$ cat config.mk
export PLATFORM = sky130hd
export DESIGN_NAME = fetch_pipe
export DESIGN_NICKNAME = d
export VERILOG_FILES = /design/src/rtl/fetch_pkg.sv /design/src/rtl/fetch_pipe_slot.sv /design/src/rtl/fetch_pipe.sv
export SDC_FILE = /design/constraint.sdc
export NUM_CORES = 1
export LEC_CHECK = 0
export CAP_MARGIN = 20
export CORE_MARGIN = 2
export CORE_UTILIZATION = 35
export CTS_BUF_LIST = sky130_fd_sc_hd__clkbuf_4 sky130_fd_sc_hd__clkbuf_8
export DETAILED_ROUTE_END_ITERATION = 8
export PLACE_DENSITY = 0.6
export SLEW_MARGIN = 15
export SYNTH_ARGS = -nofsm -noshare
export SYNTH_HDL_FRONTEND = slang
export SYNTH_SLANG_ARGS = --single-unit
$ cat constraint.sdc
create_clock -name clk -period 8.6 [get_ports clk]
set_input_delay 1.72 -clock clk [delete_from_list [all_inputs] [get_ports clk]]
set_output_delay 1.72 -clock clk [all_outputs]
set_load 0.01 [all_outputs]
$ cat src/rtl/fetch_pkg.sv
// rtl/fetch_pkg.sv - shared fetch-stage constants, slot record and reset helper
package fetch_pkg;

   localparam logic [31:0] NOP_INSTR_DEF = 32'h00000013;
   localparam int          FETCH_DW      = 32;
   localparam int          FETCH_IW      = 32;

   typedef struct packed {
      logic                valid;
      logic [FETCH_DW-1:0] pc;
      logic [FETCH_DW-1:0] pc_plus4;
      logic [FETCH_IW-1:0] instr;
   } fetch_slot_t;

   function automatic fetch_slot_t slot_reset();
      fetch_slot_t s;
      s.valid    = 1'b0;
      s.pc       = '0;
      s.pc_plus4 = '0;
      s.instr    = NOP_INSTR_DEF;
      return s;
   endfunction

endpackage

$ cat src/rtl/fetch_pipe_slot.sv
// rtl/fetch_pipe_slot.sv - one fetch pipeline stage register (rst > flush > EN)
module fetch_pipe_slot
   import fetch_pkg::*;
#(
   parameter type   slot_t  = fetch_slot_t,
   parameter slot_t RST_VAL = slot_reset()
) (
   input  logic  clk,
   input  logic  rst,
   input  logic  en_i,
   input  logic  flush_i,
   input  slot_t slot_i,
   output slot_t slot_o
);

   slot_t slot_q;
   slot_t slot_d;

   always_comb begin
      slot_d = slot_q;
      if (flush_i) begin
         slot_d = RST_VAL;
      end else if (en_i) begin
         slot_d = slot_i;
      end
   end

   always_ff @(posedge clk or posedge rst) begin
      if (rst) begin
         slot_q <= RST_VAL;
      end else begin
         slot_q <= slot_d;
      end
   end

   assign slot_o = slot_q;

endmodule

$ cat src/rtl/fetch_pipe.sv
// rtl/fetch_pipe.sv - DEPTH-stage fetch register chain with flush and bubble counter
module fetch_pipe
   import fetch_pkg::*;
#(
   parameter int                     DATA_WIDTH  = 32,
   parameter int                     INSTR_WIDTH = 32,
   parameter int                     DEPTH       = 2,
   parameter logic [INSTR_WIDTH-1:0] NOP_INSTR   = INSTR_WIDTH'(NOP_INSTR_DEF),
   parameter int                     COUNT_WIDTH = 16
) (
   input  logic                   clk,
   input  logic                   rst,
   input  logic                   EN,
   input  logic                   flush,
   input  logic                   valid_i,
   input  logic [DATA_WIDTH-1:0]  PCFi,
   input  logic [INSTR_WIDTH-1:0] instr_i,
   output logic [DATA_WIDTH-1:0]  PCFo,
   output logic [DATA_WIDTH-1:0]  PCPlus4o,
   output logic [INSTR_WIDTH-1:0] instr_o,
   output logic                   valid_o,
   output logic [COUNT_WIDTH-1:0] bubble_count
);

   typedef struct packed {
      logic                   valid;
      logic [DATA_WIDTH-1:0]  pc;
      logic [DATA_WIDTH-1:0]  pc_plus4;
      logic [INSTR_WIDTH-1:0] instr;
   } slot_t;

   localparam slot_t RST_SLOT = '{valid: 1'b0, pc: '0, pc_plus4: '0, instr: NOP_INSTR};
   localparam logic [COUNT_WIDTH-1:0] CNT_MAX = '1;

   // chain[0] is the combinational input slot; chain[k+1] is the output of stage k
   slot_t chain [DEPTH+1];

   assign chain[0] = '{valid:    valid_i,
                       pc:       PCFi,
                       pc_plus4: PCFi + DATA_WIDTH'(4),
                       instr:    instr_i};

   for (genvar k = 0; k < DEPTH; k++) begin : g_stage
      fetch_pipe_slot #(
         .slot_t  (slot_t),
         .RST_VAL (RST_SLOT)
      ) u_slot (
         .clk     (clk),
         .rst     (rst),
         .en_i    (EN),
         .flush_i (flush),
         .slot_i  (chain[k]),
         .slot_o  (chain[k+1])
      );
   end

   assign PCFo     = chain[DEPTH].pc;
   assign PCPlus4o = chain[DEPTH].pc_plus4;
   assign instr_o  = chain[DEPTH].instr;
   assign valid_o  = chain[DEPTH].valid;

   logic [COUNT_WIDTH-1:0] count_q;
   logic [COUNT_WIDTH-1:0] count_d;

   always_comb begin
      count_d = count_q;
      if (EN && !flush && !valid_o && (count_q != CNT_MAX)) begin
         count_d = count_q + COUNT_WIDTH'(1);
      end
   end

   always_ff @(posedge clk or posedge rst) begin
      if (rst) begin
         count_q <= '0;
      end else begin
         count_q <= count_d;
      end
   end

   assign bubble_count = count_q;

endmodule

Fig. 1: congestion heat map
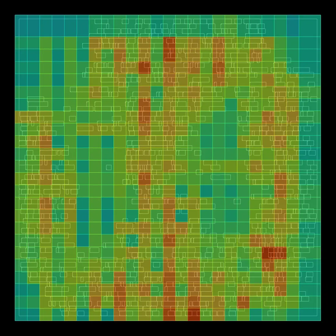
post-detailed-route wirelength per cell: 15.3 µm
utilization after layout: 43.5%

Fig. 2: sequential cells grouped by signal name
Scale bar: 50 µm. Other cells in grey.
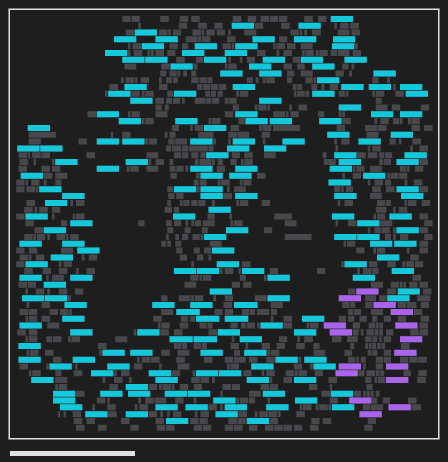
legend:
  g_stage.u_slot.slot_o:
    colour: cyan
    flops: 190
    where: all over the die
  bubble_count:
    colour: purple
    flops: 16
    where: bottom right

Fig. 3: selected gate families
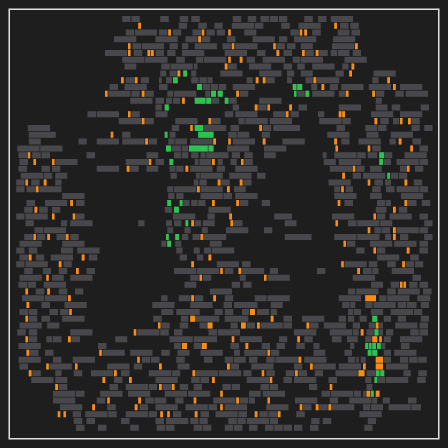
legend:
  NAND gates:
    colour: green
    cells: 42
    most_used: nand3_1
  NOR gates:
    colour: orange
    cells: 200
    most_used: nor2_1
    where: all over the die

Fig. 4: wiring by layer
Scale bar: 50 µm. Two of the layers only.
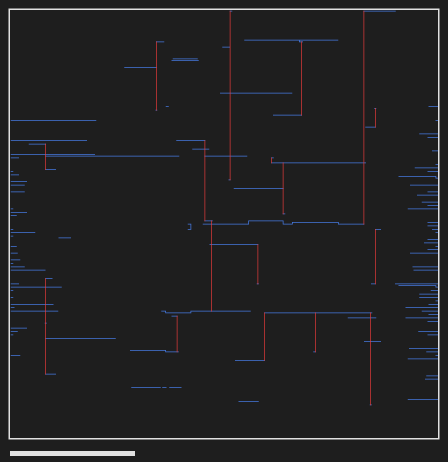
legend:
  metal 4:
    colour: red
    wire_length: 478 µm
  metal 3:
    colour: blue
    wire_length: 1130 µm

-- through the flow --
stage	hold slack [ns]	utilization [%]
after floorplan	0.486	-
after global placement	0.486	40.3
after detailed placement	0.481	40.3
after CTS	0.488	43.5
after global routing	0.531	43.5
final	0.488	43.5
-- flip-flops by register name (all words and copies together), names as in the netlist --
signal                 count
g_stage.u_slot.slot_o    190
bubble_count              16
-- cells by family after synthesis --
group                      after synthesis  share of synthesized area [%]
AOI/OAI and AO/OA                       61                           4.82
xor gates and xnor gates                28                           2.52
adders and majority gates                2                          0.257
buffers and inverters                  153                           9.98
DFF                                    206                           53.0
muxes                                  156                           16.0
and+or+nand+nor                        276                           13.4
-- worst max-delay path, delay by kind of cell --
kind,cells,cell delay [ns]
simple gates,3,1.27
buf+inv,1,0.57
compound gates,1,0.28
-- worst paths after layout --
kind                                  startpoint                      endpoint  slack (ns)  cells past startpoint
worst min register to register  bubble_count[15]              bubble_count[15]        0.49                      1
worst max-delay path                     PCFi[8]  g_stage[0].u_slot.slot_o[61]        5.17                      5
min in group asynchronous                    rst  g_stage[1].u_slot.slot_o[27]        1.67                      2
worst min-delay path            bubble_count[15]              bubble_count[15]        0.49                      1
max in group asynchronous                    rst  g_stage[1].u_slot.slot_o[87]        5.59                      3
worst max register to register   bubble_count[0]               bubble_count[1]        6.46                      5
-- cell type report --
type | count | area (µm²)
sequential | 206 | 5160
clock buffer | 63 | 773
fill | 2641 | 15600
multi-input combinational | 523 | 3610
timing repair buffer | 186 | 1870
clock inverter | 6 | 111
tap | 378 | 473
inverter | 4 | 22.5
-- metal layers --
layer  track usage (%)  vias up  share of wire, %
li1                  -     3120                 -
met1              20.2     3066                47
met2              21.6      154                45
met3              3.26       40               5.4
met4              5.05        0               2.3
met5                 0        -                 0
-- where the power goes --
| group | switching (mW) | leakage (nW) | internal, mW | total (mW) |
|---|---|---|---|---|
| Combinational | 0.142 | 2.30 | 0.145 | 0.287 |
| Sequential | 0.0425 | 2.74 | 1.03 | 1.07 |
| Clock | 0.412 | 0.465 | 0.658 | 1.07 |
-- synth_stat cells, drive strengths merged --
master	count	share of area, %
mux2	1	0.12
ha	2	0.26
inv	4	0.15
and2	3	0.19
nor4	1	0.064
dfstp	6	1.6
nor2b	6	0.39
o211ai	3	0.23
buf	113	8.4
clkbuf	36	1.4
or3b	1	0.090
nand2	11	0.45
a311oi	14	1.3
a211o	6	0.54
nor3	2	0.10
o21bai	1	0.077
nand4	13	1.1
or3	4	0.26
o2111ai	2	0.18
a21bo	1	0.10
o21ai	7	0.36
nor4b	2	0.18
or4	12	0.92
a211oi	14	1.1
mux2i	155	16
a31oi	1	0.064
and3	5	0.32
xnor2	12	1.1
dfrtp	200	51
o31ai	12	0.92
nor2	187	7.2
nor3b	2	0.21
nand3	18	1.1
xor2	16	1.4
and4	9	0.86
==> notes.md <==
flow finished, numbers: DRC Markers 0, number of synthesized register bits 206, insertion delay at the late pin of the worst-skew pair 0.53 ns, quantity of I/O buffers inserted on ports 181, netlist area before placement 9740 µm², worst endpoint data arrival time 3.85 ns, largest fanout on the critical path 10, Pre-Repair DR Iteration Count 4, worst slew slack as a fraction of its limit 30.2%, Tot GR Track Use 14.3%, vias 6380, launching element type of the critical path input pin, run status finished, final reports clean, net total in the final layout 1031, row count 61, Period minus WS final 3.43 ns, post-CTS setup buffers 0, sequential-to-total area share from yosys stat 53.0%, Total Power 2.43 mW, cell at the root of the clock tree sky130_fd_sc_hd__clkbuf_8, Hold Fails Final Rpt 0, ordered cell list for the critical path clkdlybuf4s50_1 > and4_1 > nand3_2 > or4_1 > a311oi_1, cell area after layout 12000 µm², Post-Synthesis Mean Instance Area 11.0 µm², Pre-Place Util 35.3%, PD cells 202 nW/µm², net count of the mapped netlist 953, TritonCTS Buffers 39, critical path's slowest cell sky130_fd_sc_hd__clkdlybuf4s50_1, post-cts hold buffer count 0, number of antenna violations at the first check in global routing 0, FMAX 292 MHz, most common logic cells in the final layout sky130_fd_sc_hd__dfrtp_1, sky130_fd_sc_hd__nor2_1, sky130_fd_sc_hd__clkdlybuf4s50_1, class of the most critical setup path input pin to register, clock tree from TritonCTS done, number of maximum-capacitance violations 0, Worst Max-Slew Pin Slew 1.05 ns, total number of yosys warnings 0, Top cell excl fill/tap sky130_fd_sc_hd__dfrtp_1, leakage component of the power 5.50 nW, area growth from synthesis to layout 23.4%, via count of the first global-routing pass 6226, Post-Place Setup Slack 4.64 ns, I/O pin count 182, final worst slack 5.17 ns, ratio of cells with drive above 1 in the final layout 9.51%, number of instances in the synthesized netlist 882, Worst Setup End Kind register, total inserted antenna cells 0, final setup skew 0.0152 ns, CTS sink cnt 206, Chip Footprint 29200 µm², number of vias per cell after detailed routing 4.67, gpl congestion 0.782, HPWL Detailed 13200 µm, period utilization 39.9%, sum of routed wire length over all layers 20800 µm, yosys cell count 882, critical path required time 9.02 ns, largest voltage drop on the vdd net 0.173 mV, setup repair after global routing missed its margin false, Iter 0 DRT Violations 385, placed cell count 1297, horizontal die dimension 171 µm, final setup TNS 0 ns, Final Non-Filler Cells 1366, number of setup violations in the final report 0, core footprint 27600 µm², stage-log warning count 30, total global routing overflow 0, floorplan die height 171 µm, yosys stat area 9740 µm², level count of the clock H-tree 2, cell area reported after detailed placement 11100 µm², count of pins over their slew limit 0, Clock Pin Slew Worst Setup and Hold Paths 0.06 ns, Resized cells post-CTS 0, type of the tightest min-delay check register to register, clock tree buffer depth 3, delay of the slowest cell on the worst path 0.57 ns, Unique cell types 46, wire length of the first global-routing pass 33700 µm, largest net degree at the start of global routing 118, antenna viol nets, final 0
Power is estimated from default activity; no workload was simulated.
